layer_met1.png
Supply wires on this layer in gray.
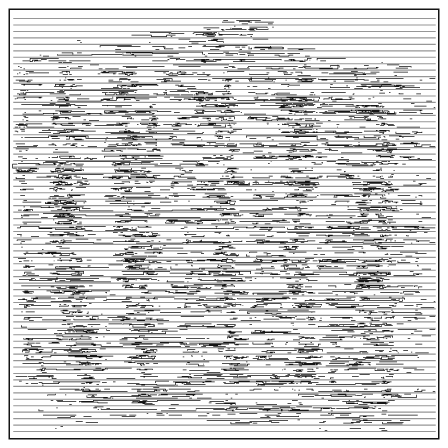
layer_met2.png
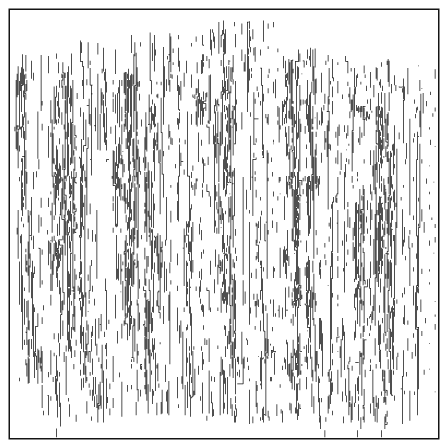
layer_met3.png
Scale bar: 50 um.
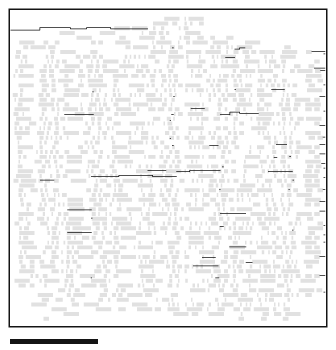
layer_met4.png
Supply wires on this layer in gray.
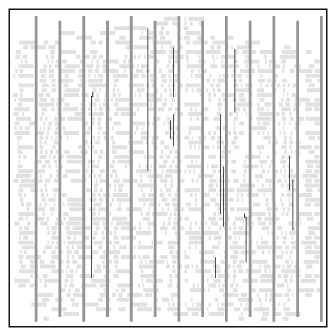
clocks.png
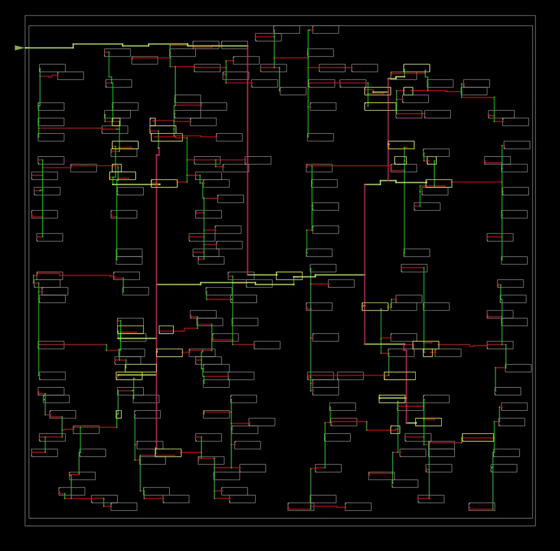
[src/rtl/cic3_pkg.sv]
// ---------------------------------------------------------------------------
// cic3_pkg
// Shared constants and helpers for the third-order CIC decimator.
//   R_DEFAULT    : default decimation ratio (power of two, >= 2)
//   N            : filter order, fixed at 3
//   W_DEFAULT    : default datapath/output width, N*log2(R_DEFAULT)+1
//   cic_word_t   : datapath word at the default width
//   cic_out_width: lossless output width for a given R and N
// ---------------------------------------------------------------------------
package cic3_pkg;

    localparam int R_DEFAULT = 256;
    localparam int N         = 3;
    localparam int W_DEFAULT = 25;

    typedef logic [W_DEFAULT-1:0] cic_word_t;

    // The DC gain is R^N, so a 0/1 input needs N*log2(R) bits plus one
    // to represent the full-scale value R^N itself.
    function automatic int cic_out_width(input int r, input int n);
        return n * $clog2(r) + 1;
    endfunction

endpackage

[src/rtl/cic_comb_stage.sv]
// ---------------------------------------------------------------------------
// cic_comb_stage
// One CIC differentiator (differential delay 1) running at the decimated
// rate: y = x - x_prev, where x_prev is captured only when en_i is high.
// Ports:
//   clk      : clock
//   reset_n  : asynchronous reset, active high (clears the delay register)
//   en_i     : decimation strobe; advances the delay register
//   x_i      : input word (W bits)
//   y_o      : differentiated output word (W bits, combinational)
// ---------------------------------------------------------------------------
module cic_comb_stage #(
    parameter int W = 25
) (
    input  logic         clk,
    input  logic         reset_n,
    input  logic         en_i,
    input  logic [W-1:0] x_i,
    output logic [W-1:0] y_o
);

    logic [W-1:0] dly_q;
    logic [W-1:0] dly_d;

    // Modular subtract: integrator wrap-around cancels here exactly.
    assign y_o = x_i - dly_q;

    always_comb begin
        dly_d = dly_q;
        if (en_i) begin
            dly_d = x_i;
        end
    end

    always_ff @(posedge clk or posedge reset_n) begin
        if (reset_n) begin
            dly_q <= '0;
        end else begin
            dly_q <= dly_d;
        end
    end

endmodule

[src/rtl/cic3_decim.sv]
// ---------------------------------------------------------------------------
// cic3_decim
// Third-order CIC decimator for a 1-bit sigma-delta bitstream. Three
// integrators run at the clock rate, a log2(R)-bit counter produces a strobe
// every R clocks, and three comb stages evaluated on that strobe produce an
// unsigned W-bit sample that is registered and held until the next strobe.
// Ports:
//   clk      : clock; the modulator bit rate equals the clock rate
//   reset_n  : asynchronous reset, active high (name kept from the system
//              netlist); clears integrators, combs, counter and output
//   in       : modulator bit, unsigned 0/1
//   out      : decimated sample, unsigned, full scale R^3
// ---------------------------------------------------------------------------
module cic3_decim
    import cic3_pkg::*;
#(
    parameter int R = R_DEFAULT,
    parameter int W = cic_out_width(R_DEFAULT, N)
) (
    input  logic         clk,
    input  logic         reset_n,
    input  logic         in,
    output logic [W-1:0] out
);

    localparam int CW = $clog2(R);

    // ---------------- integrators (clock rate, modular) -------------------
    logic [W-1:0] integ_q   [N];
    logic [W-1:0] integ_d   [N];
    logic [W-1:0] integ_src [N];

    genvar gi;
    generate
        for (gi = 0; gi < N; gi++) begin : g_integ
            if (gi == 0) begin : g_first
                assign integ_src[gi] = {{(W-1){1'b0}}, in};
            end else begin : g_chain
                assign integ_src[gi] = integ_q[gi-1];
            end
            // Wrap-around is intended; no saturation.
            assign integ_d[gi] = integ_q[gi] + integ_src[gi];

            always_ff @(posedge clk or posedge reset_n) begin
                if (reset_n) begin
                    integ_q[gi] <= '0;
                end else begin
                    integ_q[gi] <= integ_d[gi];
                end
            end
        end
    endgenerate

    // ---------------- decimation counter ----------------------------------
    logic [CW-1:0] cnt_q;
    logic [CW-1:0] cnt_d;
    logic          strobe;

    // R is a power of two, so natural overflow gives the R-1 -> 0 wrap.
    assign cnt_d  = cnt_q + 1'b1;
    assign strobe = (cnt_q == CW'(R - 1));

    always_ff @(posedge clk or posedge reset_n) begin
        if (reset_n) begin
            cnt_q <= '0;
        end else begin
            cnt_q <= cnt_d;
        end
    end

    // ---------------- combs (decimated rate) ------------------------------
    // comb_c[0] is the last integrator; comb_c[N] is the filter result.
    logic [W-1:0] comb_c [N+1];

    assign comb_c[0] = integ_q[N-1];

    generate
        for (gi = 0; gi < N; gi++) begin : g_comb
            cic_comb_stage #(
                .W (W)
            ) u_comb (
                .clk     (clk),
                .reset_n (reset_n),
                .en_i    (strobe),
                .x_i     (comb_c[gi]),
                .y_o     (comb_c[gi+1])
            );
        end
    endgenerate

    // ---------------- output register -------------------------------------
    logic [W-1:0] out_q;
    logic [W-1:0] out_d;

    always_comb begin
        out_d = out_q;
        if (strobe) begin
            out_d = comb_c[N];
        end
    end

    always_ff @(posedge clk or posedge reset_n) begin
        if (reset_n) begin
            out_q <= '0;
        end else begin
            out_q <= out_d;
        end
    end

    assign out = out_q;

endmodule

[config.mk]
export PLATFORM = sky130hd
export DESIGN_NAME = cic3_decim
export DESIGN_NICKNAME = d
export VERILOG_FILES = /design/src/rtl/cic3_pkg.sv /design/src/rtl/cic_comb_stage.sv /design/src/rtl/cic3_decim.sv
export SDC_FILE = /design/constraint.sdc
export NUM_CORES = 1
export LEC_CHECK = 0
export CAP_MARGIN = 15
export CELL_PAD_IN_SITES_DETAIL_PLACEMENT = 1
export CELL_PAD_IN_SITES_GLOBAL_PLACEMENT = 1
export CORE_UTILIZATION = 40
export DETAILED_ROUTE_END_ITERATION = 12
export PLACE_DENSITY_LB_ADDON = 0.15
export SKIP_LAST_GASP = 1
export SLEW_MARGIN = 20
export SYNTH_ARGS = -nofsm -noshare
export SYNTH_HDL_FRONTEND = slang
export SYNTH_HIERARCHICAL = 1
export SYNTH_SLANG_ARGS = --single-unit
[constraint.sdc]
create_clock -name clk -period 11.37 [get_ports clk]
set_input_delay 2.8425 -clock clk [delete_from_list [all_inputs] [get_ports clk]]
set_output_delay 2.8425 -clock clk [all_outputs]
set_load 0.02 [all_outputs]
==> impl_metrics.env <==
# flow metrics
export IMPL_cts_sinks=183
export IMPL_synth_top_area_share=0.360
export IMPL_min_period_ps=5850
export IMPL_top_cells_by_count="183 x dfrtp_1, 129 x nand2_1, 123 x ha_1"
export IMPL_syn_mean_instance_area_um2=9.33
export IMPL_rsz0062_at_grt="false"
export IMPL_ys_flops=183
export IMPL_status="completed"
export IMPL_cp_slowest_cell="fa_1"
export IMPL_setup_violations=0
export IMPL_path_max_fanout=5
export IMPL_cp_start_kind="flip-flop"
export IMPL_aoi_share=0.226
export IMPL_async_reset_ff_frac=1.00
export IMPL_yosys_area_um2=12700
export IMPL_cp_num_cells=26
export IMPL_cts_setup_buffers=0
export IMPL_clock_path_buffers=2
export IMPL_portBuffers=27
export IMPL_grtUsageMet2=0.327
export IMPL_skew_ps=8.91
export IMPL_die_size_y_um=180
export IMPL_fill_cells=3558
export IMPL_ys_sh_adder=0.129
export IMPL_crit_required_ps=11700
export IMPL_grtUsageMet1=0.233
export IMPL_vias=9682
export IMPL_drc=0
export IMPL_num_antenna_cells=0
export IMPL_chipArea_um2=32500
export IMPL_timing_rr_end="out[23]"
export IMPL_antenna_found_initial=0
export IMPL_final_comb_area_um2=7600
Back to the opening pictures, layer_met1.png:
- main direction: horizontal
- share of all routed wire: 48%
- longest straight run: 54.3 um
- nets with wire on the layer: 1434
- wire length on this layer: 13500 um

Back to the opening pictures, layer_met2.png:
- longest straight run: 54.1 um
- nets with wire on the layer: 1326

Back to the opening pictures, layer_met3.png:
- wire length on this layer: 407 um
- nets with wire on the layer: 40
- longest straight run: 21.2 um
- main direction: horizontal
- share of all routed wire: 1.4%

Back to the opening pictures, layer_met4.png:
- main direction: vertical
- share of all routed wire: 1.6%

Back to the opening pictures, clocks.png:
seq_cells: 183
TritonCTS Buffers: 17

layout make-up:
cell class | count | area share
Clock buffer | 18 | 0.0312
Inverter | 110 | 0.0296
Multi-Input combinational cell | 1038 | 0.541
Tap cell | 396 | 0.0353
Sequential cell | 183 | 0.326
Clock inverter | 14 | 0.0158
Timing Repair Buffer | 30 | 0.0211
through the flow:
stage	worst slack (ps)	cells	utilization	cell area [um^2]
floorplan	5680	1365	-	12700
global placement	5710	1757	0.432	13400
detailed placement	5500	1757	0.432	13400
CTS	5460	1789	0.453	14000
global route	4980	1789	0.453	14100
finish	5520	1789	0.453	14100
worst register-to-register path, delay by kind of cell, from the launching register on:
family / cells / cell delay, ps
compound gates: 14 / 2610
xor+xnor: 3 / 540
fa+ha+maj: 4 / 1260
buf+inv: 1 / 50
flops: 1 / 370
mux: 1 / 260
simple gates: 3 / 630
worst min-delay path by stage:
stage | endpoint | from | depth (start not counted) | slack (ps)
after floorplan | cnt_q[7] | cnt_q[7] | 1 | 440
after global placement | cnt_q[7] | cnt_q[7] | 1 | 460
after detailed placement | cnt_q[6] | cnt_q[6] | 1 | 470
after CTS | cnt_q[7] | cnt_q[7] | 1 | 480
after global routing | cnt_q[7] | cnt_q[7] | 1 | 500
final | cnt_q[6] | cnt_q[6] | 1 | 480
state kept, by name, summed over array words and instances (netlist names):
signal	cells
cnt_q	8
comb_c	25
g_comb.u_comb/dly_q	75
integ_q	50
out	25
